**src/rtl/clock_disp_pkg.sv**
```systemverilog
// Shared constants for the HH.MM.SS seven-segment scan driver: glyphs,
// decoder codes, digit positions and the time snapshot record.
package clock_disp_pkg;

   localparam int NUM_DIGITS = 8;
   localparam int SEG_W      = 7;

   // Segment order {g,f,e,d,c,b,a}, active-low
   localparam logic [6:0] GLYPH_0   = 7'b1000000;
   localparam logic [6:0] GLYPH_1   = 7'b1111001;
   localparam logic [6:0] GLYPH_2   = 7'b0100100;
   localparam logic [6:0] GLYPH_3   = 7'b0110000;
   localparam logic [6:0] GLYPH_4   = 7'b0011001;
   localparam logic [6:0] GLYPH_5   = 7'b0010010;
   localparam logic [6:0] GLYPH_6   = 7'b0000010;
   localparam logic [6:0] GLYPH_7   = 7'b1111000;
   localparam logic [6:0] GLYPH_8   = 7'b0000000;
   localparam logic [6:0] GLYPH_9   = 7'b0010000;
   localparam logic [6:0] SEG_BLANK = 7'b1111111;
   localparam logic [6:0] SEG_DASH  = 7'b0111111;

   localparam logic [3:0] CODE_BLANK = 4'd10;
   localparam logic [3:0] CODE_DASH  = 4'd11;

   localparam logic [2:0] DIG_SEC_UNITS = 3'd0;
   localparam logic [2:0] DIG_SEC_TENS  = 3'd1;
   localparam logic [2:0] DIG_MIN_UNITS = 3'd2;
   localparam logic [2:0] DIG_MIN_TENS  = 3'd3;
   localparam logic [2:0] DIG_HR_UNITS  = 3'd4;
   localparam logic [2:0] DIG_HR_TENS   = 3'd5;

   typedef struct packed {
      logic [4:0] hours;
      logic [5:0] minutes;
      logic [5:0] seconds;
   } time_snap_t;

   function automatic logic [3:0] tens_code(input logic [5:0] value, input logic valid);
      return valid ? 4'(value / 6'd10) : CODE_DASH;
   endfunction

   function automatic logic [3:0] units_code(input logic [5:0] value, input logic valid);
      return valid ? 4'(value % 6'd10) : CODE_DASH;
   endfunction

endpackage

```
**src/rtl/clock_display_driver_if.sv**
```systemverilog
// Time inputs from the h/m/s counters and the multiplexed display pins.
interface clock_display_driver_if;
   import clock_disp_pkg::*;

   logic [5:0]            seconds;
   logic [5:0]            minutes;
   logic [4:0]            hours;
   logic [NUM_DIGITS-1:0] an;
   logic [SEG_W-1:0]      seg;
   logic                  dp;

   modport master (output seconds, minutes, hours, input an, seg, dp);
   modport slave  (input seconds, minutes, hours, output an, seg, dp);

endinterface

```
**src/rtl/clock_display_driver_seg7_decode.sv**
```systemverilog
// Combinational 4-bit code to active-low segment pattern (10 = blank, 11 = dash).
module seg7_decode
   import clock_disp_pkg::*;
(
   input  logic [3:0]       code,
   output logic [SEG_W-1:0] seg
);

   always_comb begin
      seg = SEG_BLANK;
      case (code)
         4'd0:      seg = GLYPH_0;
         4'd1:      seg = GLYPH_1;
         4'd2:      seg = GLYPH_2;
         4'd3:      seg = GLYPH_3;
         4'd4:      seg = GLYPH_4;
         4'd5:      seg = GLYPH_5;
         4'd6:      seg = GLYPH_6;
         4'd7:      seg = GLYPH_7;
         4'd8:      seg = GLYPH_8;
         4'd9:      seg = GLYPH_9;
         CODE_DASH: seg = SEG_DASH;
         default:   seg = SEG_BLANK;
      endcase
   end

endmodule

```
**src/rtl/clock_display_driver.sv**
```systemverilog
// Eight-digit multiplexed scan of HH.MM.SS; the time is latched once per frame
// so a frame never mixes two different times.
module clock_display_driver
   import clock_disp_pkg::*;
#(
   parameter int CLK_HZ   = 100000000,
   parameter int DIGIT_HZ = 1000
) (
   input logic                   clk,
   input logic                   rst,
   clock_display_driver_if.slave disp
);

   localparam int DIV   = CLK_HZ / DIGIT_HZ;
   localparam int CNT_W = (DIV > 1) ? $clog2(DIV) : 1;
   localparam logic [CNT_W-1:0] DWELL_LAST = CNT_W'(DIV - 1);

   generate
      if (DIV < 1) begin : g_bad_div
         $error("clock_display_driver: CLK_HZ/DIGIT_HZ must be at least 1");
      end
   endgenerate

   logic [CNT_W-1:0] dwell_cnt;
   logic             dwell_done;
   logic [2:0]       digit_idx;
   time_snap_t       snap;
   logic             sec_ok;
   logic             min_ok;
   logic             hr_ok;
   logic [3:0]       digit_code;
   logic [SEG_W-1:0] digit_seg;

   // Dwell timer counts down; elapsed dwell cycles = DWELL_LAST - dwell_cnt
   assign dwell_done = (dwell_cnt == '0);

   always_ff @(posedge clk) begin
      if (rst) begin
         dwell_cnt <= DWELL_LAST;
         digit_idx <= 3'd0;
         snap      <= '0;
      end else if (dwell_done) begin
         dwell_cnt <= DWELL_LAST;
         digit_idx <= digit_idx + 3'd1;
         if (digit_idx == 3'd7) begin
            snap <= '{hours: disp.hours, minutes: disp.minutes, seconds: disp.seconds};
         end
      end else begin
         dwell_cnt <= dwell_cnt - CNT_W'(1);
      end
   end

   assign sec_ok = (snap.seconds <= 6'd59);
   assign min_ok = (snap.minutes <= 6'd59);
   assign hr_ok  = (snap.hours   <= 5'd23);

   always_comb begin
      digit_code = CODE_BLANK;
      case (digit_idx)
         DIG_SEC_UNITS: digit_code = units_code(snap.seconds, sec_ok);
         DIG_SEC_TENS:  digit_code = tens_code(snap.seconds, sec_ok);
         DIG_MIN_UNITS: digit_code = units_code(snap.minutes, min_ok);
         DIG_MIN_TENS:  digit_code = tens_code(snap.minutes, min_ok);
         DIG_HR_UNITS:  digit_code = units_code({1'b0, snap.hours}, hr_ok);
         DIG_HR_TENS:   digit_code = tens_code({1'b0, snap.hours}, hr_ok);
         default:       digit_code = CODE_BLANK;
      endcase
   end

   seg7_decode u_seg7_decode (
      .code (digit_code),
      .seg  (digit_seg)
   );

   // Separator dots after the hours and minutes units digits
   always_ff @(posedge clk) begin
      if (rst) begin
         disp.an  <= '1;
         disp.seg <= SEG_BLANK;
         disp.dp  <= 1'b1;
      end else begin
         disp.an  <= ~(NUM_DIGITS'(1) << digit_idx);
         disp.seg <= digit_seg;
         disp.dp  <= ~((digit_idx == DIG_MIN_UNITS) || (digit_idx == DIG_HR_UNITS));
      end
   end

endmodule

```
**src/flat_wrapper.sv**
```systemverilog
// flat-port wrapper written by rule: the top's interface ports become plain ports
module clock_display_driver_flat import clock_disp_pkg::*;
#(
   parameter int CLK_HZ   = 100000000,
   parameter int DIGIT_HZ = 1000
)
  (clk, rst, disp_seconds, disp_minutes, disp_hours, disp_an, disp_seg, disp_dp);
  clock_display_driver_if disp_i ();
  input logic clk;
  input logic rst;
  input wire logic [$bits(disp_i.seconds)-1:0] disp_seconds;
  input wire logic [$bits(disp_i.minutes)-1:0] disp_minutes;
  input wire logic [$bits(disp_i.hours)-1:0] disp_hours;
  output wire logic [$bits(disp_i.an)-1:0] disp_an;
  output wire logic [$bits(disp_i.seg)-1:0] disp_seg;
  output wire logic [$bits(disp_i.dp)-1:0] disp_dp;
  assign disp_i.seconds = disp_seconds;
  assign disp_i.minutes = disp_minutes;
  assign disp_i.hours = disp_hours;
  assign disp_an = disp_i.an;
  assign disp_seg = disp_i.seg;
  assign disp_dp = disp_i.dp;
  clock_display_driver #(.CLK_HZ(CLK_HZ), .DIGIT_HZ(DIGIT_HZ)) u_core (.clk(clk), .rst(rst), .disp(disp_i));
endmodule
```
**config.mk**
```make
export PLATFORM = sky130hd
export DESIGN_NAME = clock_display_driver_flat
export DESIGN_NICKNAME = d
export VERILOG_FILES = /design/src/rtl/clock_disp_pkg.sv /design/src/rtl/clock_display_driver_if.sv /design/src/rtl/clock_display_driver_seg7_decode.sv /design/src/rtl/clock_display_driver.sv /design/src/flat_wrapper.sv
export SDC_FILE = /design/constraint.sdc
export NUM_CORES = 1
export LEC_CHECK = 0
export ABC_CLOCK_PERIOD_IN_PS = 3700
export CORE_ASPECT_RATIO = 0.7
export CORE_MARGIN = 8
export CORE_UTILIZATION = 35
export DETAILED_ROUTE_END_ITERATION = 12
export SETUP_SLACK_MARGIN = 0.4
export SYNTH_ARGS = -nofsm -noshare
export SYNTH_HDL_FRONTEND = slang
export SYNTH_SLANG_ARGS = --single-unit
```
**constraint.sdc**
```tcl
create_clock -name clk -period 3.7 [get_ports clk]
set_input_delay 0.925 -clock clk [delete_from_list [all_inputs] [get_ports clk]]
set_output_delay 0.925 -clock clk [all_outputs]
set_load 0.01 [all_outputs]
```
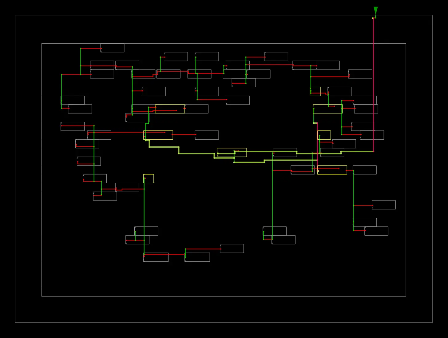
Figure 1: run 1, clock routing.
Clock Latency Late Sink: 0.30 ns
Post-Route Skew: 0.0120 ns

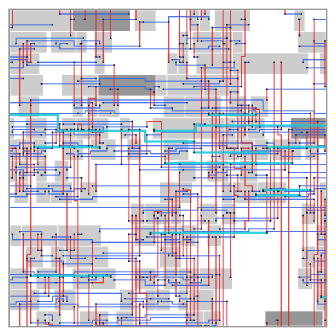
Figure 2: run 1, layout detail.
Window x 45 to 85, y 28 to 68 um. Cells in gray, sequential cells in the stronger gray; small squares are vias.
color	layer
cyan	metal 3
red	metal 2
blue	metal 1
sequential cells in the window	4
most frequent	o21ai_0 (13), nor2_1 (10), nand2_1 (9)
cells with their middle in the window	115

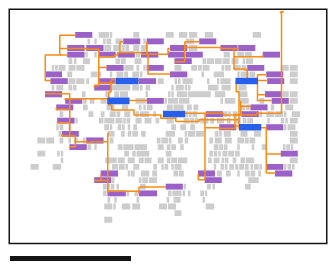
Figure 3: run 1, clock wires, drivers and flops.
Bar = 50 um.
[blue] clock drivers | count: 5
[orange] clock wires | length: 709 um
[purple] flip-flops | count: 53
routed clock nets	6

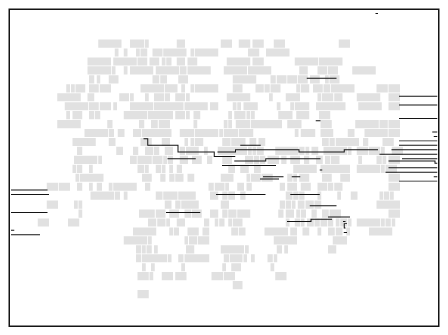
Figure 4: run 1, metal 3.
share of all routed wire	5.6%
main direction	horizontal
wire length on this layer	429 um

==> impl_metrics.py, run 1 <==
# Physical implementation metrics
metrics = {
    "placed_design": {
        "io_buffers": 34,
        "routabilityCongestion": 0.800,
    },
    "worst_setup_path": {
        "cp.arrival_ns": 3.32,
        "critical-path-slowest-cell": "sky130_fd_sc_hd__dfxtp_1",
    },
    "grt": {
        "pin_count_of_the_biggest_net_entering_global_routing": 20,
        "grt_antenna_before_repair": 0,
    },
    "status": {
        "status": "completed",
    },
    "yosys": {
        "synth.distinct_cells": 70,
        "synth-cells-yosys": 392,
        "edf_count": 0,
        "syn-cell-area_sq_mm": 0.00319,
    },
    "timing": {
        "max_freq_mhz": 319,
        "final_max_slew_viol_count": 0,
        "normalized_max_slew_margin_pct": 54.3,
    },
    "clocking": {
        "clkTransAtPathRegs_ns": 0.07,
        "cts_root_buf": "sky130_fd_sc_hd__clkbuf_16",
    },
    "finish": {
        "final-comb-area_sq_mm": 0.00193,
        "stdcell_area_sq_mm": 0.00375,
        "mostFrequentLayoutCell": "sky130_fd_sc_hd__nand2_1",
        "area_growth_pct": 17.4,
    },
    "floorplan": {
        "top_level_ports": 35,
        "chipHeight_um": 95.9,
        "initCoreUtil_pct": 35.6,
    },
    "routing": {
        "drt_pass_1_iters": 4,
        "initialDrtViolationCount": 236,
    },
    "power": {
        "p_leak_uw": 0.00133,
        "vdd_drop_max_uv": 192,
    },
    "flow_run": {
        "drv_cap": 0,
    },
}
[run 1: synth_stat cells (all sizes together) (4+ instances only)]
cell	count	share of area (%)
a31oi	4	0.78
buf	15	3.0
mux2i	4	1.3
dfxtp	53	33
or4	4	1.1
xor2	7	1.9
nand2	53	6.2
ha	15	5.9
nor2b	14	3.1
inv	17	2.0
xnor2	10	2.7
or3	9	1.8
nor3	10	2.0
nand2b	9	1.8
nand3	4	0.63
nor2	27	3.2
nor3b	4	0.94
clkbuf	13	1.5
o21ai	25	3.9
a21oi	30	4.8
[run 1: layout make-up]
type	count	share of cell area, %
clock inverters	3	0.768
flip-flops and latches	53	28.4
multi-input cells	294	51.4
clock buffers	5	3.34
well taps	124	4.14
inverters	17	1.70
repair buffers	40	10.3
[run 1: report_power, final]
group | leakage (uW) | switching [uW] | internal, uW | total [uW]
clock | 0.0000763 | 230 | 260 | 490
combinational | 0.000822 | 19.3 | 30.9 | 50.2
sequential | 0.000432 | 2.82 | 577 | 580
[run 1: per-stage QoR]
step / worst slack [ns] / instances / utilization (%) / hold WS [ns] / power, uW
6_report: 0.567 / 536 / 41.8 / 0.403 / 1120
4_1_cts: 0.438 / 536 / 41.8 / 0.406 / 1130
2_1_floorplan: 0.730 / 392 / - / 0.366 / 610
5_1_grt: 0.418 / 536 / 41.8 / 0.435 / 1160
3_3_place_gp: 0.589 / 528 / 40.0 / 0.380 / 643
3_5_place_dp: 0.481 / 528 / 40.0 / 0.388 / 644
[run 1: final timing paths]
| kind | startpoint | endpoint | slack [ns] | cells after the start |
|---|---|---|---|---|
| hold / removal | u_core.dwell_cnt[0] | u_core.dwell_cnt[0] | 0.40 | 1 |
| hold reg to reg | u_core.dwell_cnt[0] | u_core.dwell_cnt[0] | 0.40 | 1 |
| setup / recovery | u_core.snap[11] | u_core.disp.seg[5] | 0.57 | 10 |
| setup reg to reg | u_core.snap[11] | u_core.disp.seg[5] | 0.57 | 10 |
[run 1: flip-flops by register name (all words and copies together), names as in the netlist]
name	cells
u_core.digit_idx	3
u_core.disp.an	8
u_core.disp.dp	1
u_core.disp.seg	7
u_core.dwell_cnt	17
u_core.snap	17
[run 1: cells by family (layout without fill, tap and decap cells)]
| kind of cell | after synthesis | count (layout) | synth area share [%] |
|---|---|---|---|
| and+or+nand+nor | 163 | 163 | 28.7 |
| AOI/OAI and AO/OA | 92 | 92 | 18.6 |
| DFF | 53 | 53 | 33.2 |
| buffers and inverters | 45 | 65 | 6.51 |
| xor gates and xnor gates | 17 | 17 | 4.66 |
| adders and majority gates | 15 | 15 | 5.88 |
| muxes | 7 | 7 | 2.43 |
[run 1: per-layer routing]
metal,wire length (um),share of wire (%),up-vias,track usage [%]
met5,0,0,-,0
met4,59,0.78,0,2.89
met3,428,5.6,7,3.04
met2,3160,42,61,18.9
met1,3950,52,1265,17.5
li1,-,-,1409,-
==> run 2, diff against run 1 <==
ABC_CLOCK_PERIOD_IN_PS = 2600   (was 3700)
clock period = 2.6 ns   (was 3.7 ns; I/O delays follow)
==> impl_metrics.py, run 2 <==
# Physical implementation metrics
metrics = {
    "status": {
        "status": "finished, violations left",
        "failed_checks": "setup timing",
    },
    "finish": {
        "mostFrequentLayoutCell": "sky130_fd_sc_hd__buf_4",
        "stdcell_area_sq_mm": 0.00475,
        "final-comb-area_sq_mm": 0.00244,
        "reg_top3": "u_core.dwell_cnt x17, u_core.snap x17, u_core.disp.an x8",
        "final_core_utilization_pct": 53.0,
        "area_growth_pct": 48.9,
    },
    "placed_design": {
        "io_buffers": 34,
        "routabilityCongestion": 0.835,
        "dp_cells": 567,
    },
    "power": {
        "vdd_drop_max_uv": 298,
        "p_leak_uw": 0.00184,
        "power.share.combinational_pct": 5.6,
        "p_int_uw": 1230,
        "seq_power_share_pct": 52.2,
        "power_frac_clock_pct": 42.2,
    },
    "yosys": {
        "syn-cell-area_sq_mm": 0.00319,
        "flop_cell": "sky130_fd_sc_hd__dfxtp_1",
        "synth-cells-yosys": 392,
        "yosys-top-cells-area": "sky130_fd_sc_hd__dfxtp_1 33%, sky130_fd_sc_hd__nand2_1 6.2%, sky130_fd_sc_hd__ha_1 5.9%",
        "netlist.area_leader.share_pct": 33.2,
        "top_cells_by_count": "53 x sky130_fd_sc_hd__dfxtp_1, 53 x sky130_fd_sc_hd__nand2_1, 29 x sky130_fd_sc_hd__a21oi_1",
        "fp_nets": 426,
        "synth.distinct_cells": 70,
        "edf_count": 0,
    },
    "clocking": {
        "clkTransAtPathRegs_ns": 0.07,
        "cts_root_buf": "sky130_fd_sc_hd__clkbuf_16",
        "clkLatencyLatePin_ns": 0.29,
        "max-clock-path-buffers": 2,
    },
    "flow_run": {
        "drv_cap": 0,
    },
    "routing": {
        "initialDrtViolationCount": 253,
        "drt_pass_1_iters": 4,
    },
    "grt": {
        "first_global_vias": 2956,
        "grt_overflow_total": 0,
        "grt_first_pass_wirelength_um": 14600,
        "grt_antenna_before_repair": 0,
        "pin_count_of_the_biggest_net_entering_global_routing": 21,
    },
    "timing": {
        "final.setup_skew_ns": 0.00413,
        "normalized_max_slew_margin_pct": 66.4,
        "hold_slack_ns": 0.435,
        "final_max_slew_viol_count": 0,
        "post-route-worst-setup-slack_ns": -0.163,
        "report.final.setup_viol": 7,
    },
    "floorplan": {
        "initCoreUtil_pct": 35.6,
        "chipHeight_um": 95.9,
        "top_level_ports": 35,
    },
    "worst_setup_path": {
        "critical-path-slowest-cell": "sky130_fd_sc_hd__a221o_1",
        "cp.arrival_ns": 2.95,
    },
}
run 2: cell count changes in the layout (fill, tap and decap cells not counted), moves of 4 or more:
cell                      previous run  this run
sky130_fd_sc_hd__nor2_2              0         7
sky130_fd_sc_hd__buf_4               6        54
sky130_fd_sc_hd__inv_1              16        12
sky130_fd_sc_hd__nor2_1             27        20
sky130_fd_sc_hd__a21oi_1            29        10
sky130_fd_sc_hd__nand2_2             0        15
sky130_fd_sc_hd__a21oi_2             1        20
sky130_fd_sc_hd__nand2_1            53        17
sky130_fd_sc_hd__buf_12              0         4
sky130_fd_sc_hd__nand2_4             0        20
sky130_fd_sc_hd__ha_1               14         9
run 2: stage by stage:
step	setup slack [ns]	power [uW]
final	-0.163	1580
after global routing	-0.308	1640
after CTS	-0.145	1590
after floorplan	-0.220	872
after detailed placement	-0.160	921
after global placement	-0.123	920
run 2: cell type report:
type	instances	share of cell area, %
repair buffers	95	18.2
well taps	124	3.26
inverters	17	1.47
clock buffers	5	2.63
flip-flops and latches	53	22.6
multi-input cells	296	51.4
clock inverters	3	0.448
run 2: cells by family after synthesis:
| kind of cell | after synthesis | synth area share [%] |
|---|---|---|
| XOR/XNOR | 17 | 4.66 |
| flip-flops | 53 | 33.2 |
| AND-OR/OR-AND | 92 | 18.6 |
| buffers and inverters | 45 | 6.51 |
| multiplexers | 7 | 2.43 |
| AND/OR/NAND/NOR | 163 | 28.7 |
| adder cells (fa/ha/maj) | 15 | 5.88 |
run 2: worst paths after layout:
path / start / end / slack (ns) / cells after the start
worst max-delay path: u_core.snap[5] / u_core.disp.seg[5] / -0.16 / 12
worst min-delay path: u_core.dwell_cnt[0] / u_core.dwell_cnt[0] / 0.44 / 1
worst max register to register: u_core.snap[5] / u_core.disp.seg[5] / -0.16 / 12
worst min register to register: u_core.dwell_cnt[0] / u_core.dwell_cnt[0] / 0.44 / 1
run 2: power by group through the flow:
| stage | Sequential [uW] | Clock [uW] | Combinational, uW |
|---|---|---|---|
| after floorplan | 847 | 0 | 25.3 |
| after global placement | 844 | 0 | 75.5 |
| after detailed placement | 845 | 0 | 76.3 |
| after CTS | 824 | 686 | 77.9 |
| after global routing | 825 | 719 | 95.4 |
| final | 824 | 666 | 88.2 |
run 2: timing repair:
action	CTS	global route
pin swaps	23	35
resized	35	85
endpoints found under the setup margin	34	43
cloned	1	3
buffers inserted	9	5
run 2: layer usage:
metal	wire length, um	global-route usage (%)	part of all wire (%)
met4	70	3.46	0.77
met1	4340	19.1	48
met5	0	0	0
met2	4220	24.0	47
met3	430	3.21	4.8
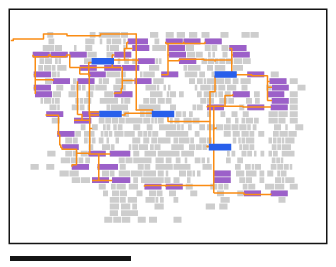
Figure 5: run 2, clock wires, drivers and flops.
Bar = 50 um.
[purple] flip-flops | count: 53
[orange] clock wires | length: 686 um
[blue] clock drivers | count: 5
routed clock nets	6

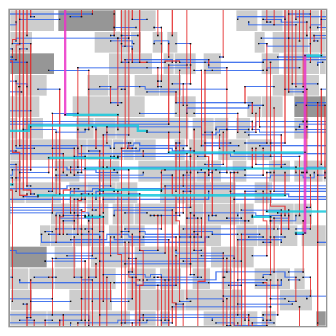
Figure 6: run 2, layout detail.
Window x 45 to 85, y 28 to 68 um. Cells in gray, sequential cells in the stronger gray; small squares are vias.

==> run 3, diff against run 2 <==
SETUP_SLACK_MARGIN = 0.15   (was 0.4)
==> impl_metrics.py, run 3 <==
# Physical implementation metrics
metrics = {
    "status": {
        "status": "finished, violations left",
        "failed_checks": "setup timing",
    },
    "yosys": {
        "main_kind_of_combinational_logic_by_area": "simple AND/OR/NAND/NOR gates",
        "ys_sh_xor_pct": 4.66,
        "top_cells_by_count": "53 x sky130_fd_sc_hd__dfxtp_1, 53 x sky130_fd_sc_hd__nand2_1, 29 x sky130_fd_sc_hd__a21oi_1",
        "synth-cells-yosys": 392,
        "netlist.area_leader.share_pct": 33.2,
        "yosys-top-cells-area": "sky130_fd_sc_hd__dfxtp_1 33%, sky130_fd_sc_hd__nand2_1 6.2%, sky130_fd_sc_hd__ha_1 5.9%",
        "edf_count": 0,
        "flop_cell": "sky130_fd_sc_hd__dfxtp_1",
        "fp_nets": 426,
        "synth.distinct_cells": 70,
        "yosys_adder_share_pct": 5.88,
        "mux_area_share_pct": 2.43,
    },
    "power": {
        "p_leak_uw": 0.00166,
        "p_sw_share_pct": 20.7,
        "power.share.combinational_pct": 4.5,
        "totalPowerFinal_uw": 1670,
        "p_int_uw": 1320,
        "seq_power_share_pct": 49.4,
        "vdd_drop_max_uv": 246,
    },
    "worst_setup_path": {
        "endpoint_of_the_worst_register_to_register_path": "u_core.disp.seg[2]",
        "setup.reg_to_reg.worst_slack_ns": -0.24,
        "worstRegToRegCells": 13,
        "worstReg2RegStart": "u_core.snap[5]",
    },
    "placed_design": {
        "io_buffers": 34,
        "routabilityCongestion": 0.855,
    },
    "timing": {
        "normalized_max_slew_margin_pct": 59.8,
        "post-route-worst-setup-slack_ns": -0.235,
        "hold_slack_ns": 0.397,
        "final.setup_skew_ns": 0.00778,
        "report.final.setup_viol": 7,
    },
    "grt": {
        "grt_antenna_before_repair": 0,
        "first_global_vias": 2878,
        "grt_overflow_total": 0,
        "pin_count_of_the_biggest_net_entering_global_routing": 18,
        "grt_first_pass_wirelength_um": 14100,
    },
    "finish": {
        "mostFrequentLayoutCell": "sky130_fd_sc_hd__buf_4",
        "reg_top3": "u_core.dwell_cnt x17, u_core.snap x17, u_core.disp.an x8",
    },
    "routing": {
        "initialDrtViolationCount": 209,
    },
    "clocking": {
        "max-clock-path-buffers": 2,
        "clkLatencyLatePin_ns": 0.30,
        "cts_root_buf": "sky130_fd_sc_hd__clkbuf_16",
        "clkTransAtPathRegs_ns": 0.07,
    },
    "min_path": {
        "timing.hold.worst_endpoint": "u_core.dwell_cnt[0]",
    },
    "floorplan": {
        "initCoreUtil_pct": 35.6,
        "chipHeight_um": 95.9,
    },
    "flow_run": {
        "drv_cap": 0,
    },
}
[run 3: cell counts after synthesis]
No cell type changed its count.
[run 3: logic make-up (layout without fill, tap and decap cells)]
kind of cell / after synthesis / count (layout)
compound gates: 92 / 92
xor+xnor: 17 / 17
fa+ha+maj: 15 / 15
buf+inv: 45 / 117
flops: 53 / 53
mux: 7 / 7
simple gates: 163 / 163
[run 3: critical path, cell delays in order (launching register included)]
cell                       delay [ns]
sky130_fd_sc_hd__dfxtp_4         0.35
sky130_fd_sc_hd__nor2b_4         0.14
sky130_fd_sc_hd__nor2b_4         0.13
sky130_fd_sc_hd__o31ai_4         0.30
sky130_fd_sc_hd__ha_4            0.21
sky130_fd_sc_hd__mux2_4          0.31
sky130_fd_sc_hd__nand2_2         0.06
sky130_fd_sc_hd__a31o_1          0.14
sky130_fd_sc_hd__nand4_1         0.09
sky130_fd_sc_hd__a221o_1         0.40
sky130_fd_sc_hd__buf_4           0.16
sky130_fd_sc_hd__buf_6           0.12
sky130_fd_sc_hd__o21bai_1        0.14
sky130_fd_sc_hd__a21o_1          0.17
[run 3: area by class of cell]
| cell class | count | area, sq um | area share [%] |
|---|---|---|---|
| clock buffers | 5 | 125 | 2.88 |
| clock inverters | 3 | 46.3 | 1.07 |
| inverters | 17 | 67.6 | 1.56 |
| multi-input cells | 294 | 2070 | 47.8 |
| flip-flops and latches | 53 | 1070 | 24.7 |
| well taps | 124 | 155 | 3.58 |
| repair buffers | 92 | 800 | 18.4 |
[run 3: worst max path at each step]
stage                         startpoint                  to  slack (ns)  depth (start not counted)
after detailed placement  u_core.snap[5]  u_core.disp.seg[5]       -0.27                         11
after floorplan           u_core.snap[3]  u_core.disp.seg[5]       -0.22                         13
after CTS                 u_core.snap[5]  u_core.disp.seg[5]       -0.21                         11
final                     u_core.snap[5]  u_core.disp.seg[2]       -0.24                         13
after global routing      u_core.snap[3]  u_core.disp.seg[5]       -0.31                         12
after global placement    u_core.snap[3]  u_core.disp.seg[5]       -0.19                         11
[run 3: power groups by stage]
stage | clock network [uW] | logic, uW | registers [uW]
6_report | 768 | 75.0 | 823
3_5_place_dp | 0 | 74.8 | 844
5_1_grt | 812 | 82.7 | 823
2_1_floorplan | 0 | 22.4 | 846
3_3_place_gp | 0 | 72.9 | 843
4_1_cts | 789 | 76.3 | 822
[run 3: metrics by stage]
| step | instance area, sq um | TNS, ns | std cells |
|---|---|---|---|
| finish | 4340 | -1.06 | 588 |
| global route | 4340 | -1.83 | 588 |
| CTS | 4290 | -0.838 | 586 |
| detailed placement | 4040 | -0.941 | 573 |
| global placement | 4040 | -0.480 | 573 |
| floorplan | 3330 | -0.220 | 392 |
[run 3: routing by layer]
metal,wire length (um),vias to the layer above,GRT usage (%)
met5,0,-,0
met4,81,0,3.46
met3,385,6,3.15
met2,3760,46,22.8
met1,4170,1396,18.8
li1,-,1506,-
[run 3: what timing repair did]
action / in CTS / in global routing
buffers inserted: 5 / 2
pin swaps: 7 / 2
setup endpoints to repair: 7 / 33
gates resized: 10 / 8
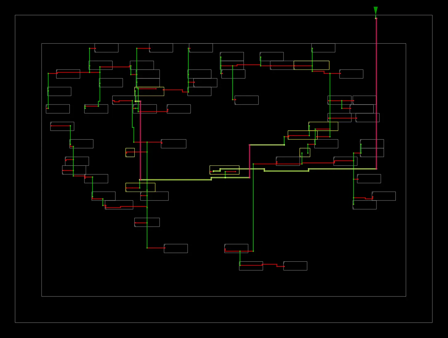
Figure 7: run 3, clock routing.
tally of clock buffers in the finished layout: 5
Inserted Clock Buffers: 5

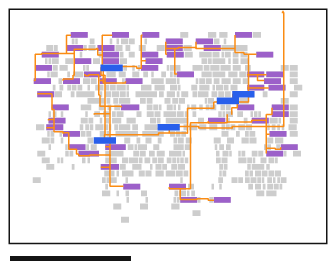
Figure 8: run 3, clock wires, drivers and flops.
Bar = 50 um.
portion of total power attributed to the clock network: 46.1%
clock network power: 768 uW


## Gallery

Wiring heat map.
Bar = 50 um. The die is cut into 26 by 19 equal tiles; white is low, dark blue is high, scaled to the fullest tile. Values are wire area over tile area, all layers added.
panel A
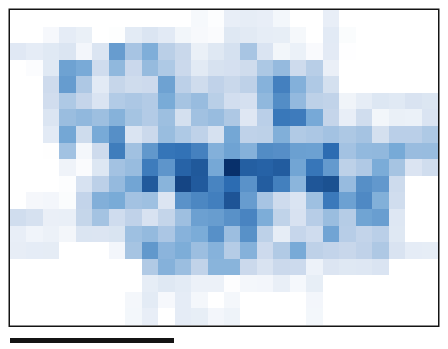
panel B
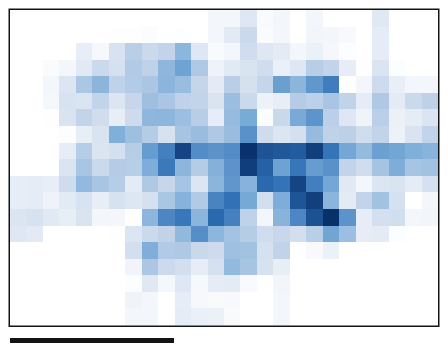
- panel B = run 1
- panel A = run 2

Power figures rest on the tool's default switching activity, not on a simulated workload.
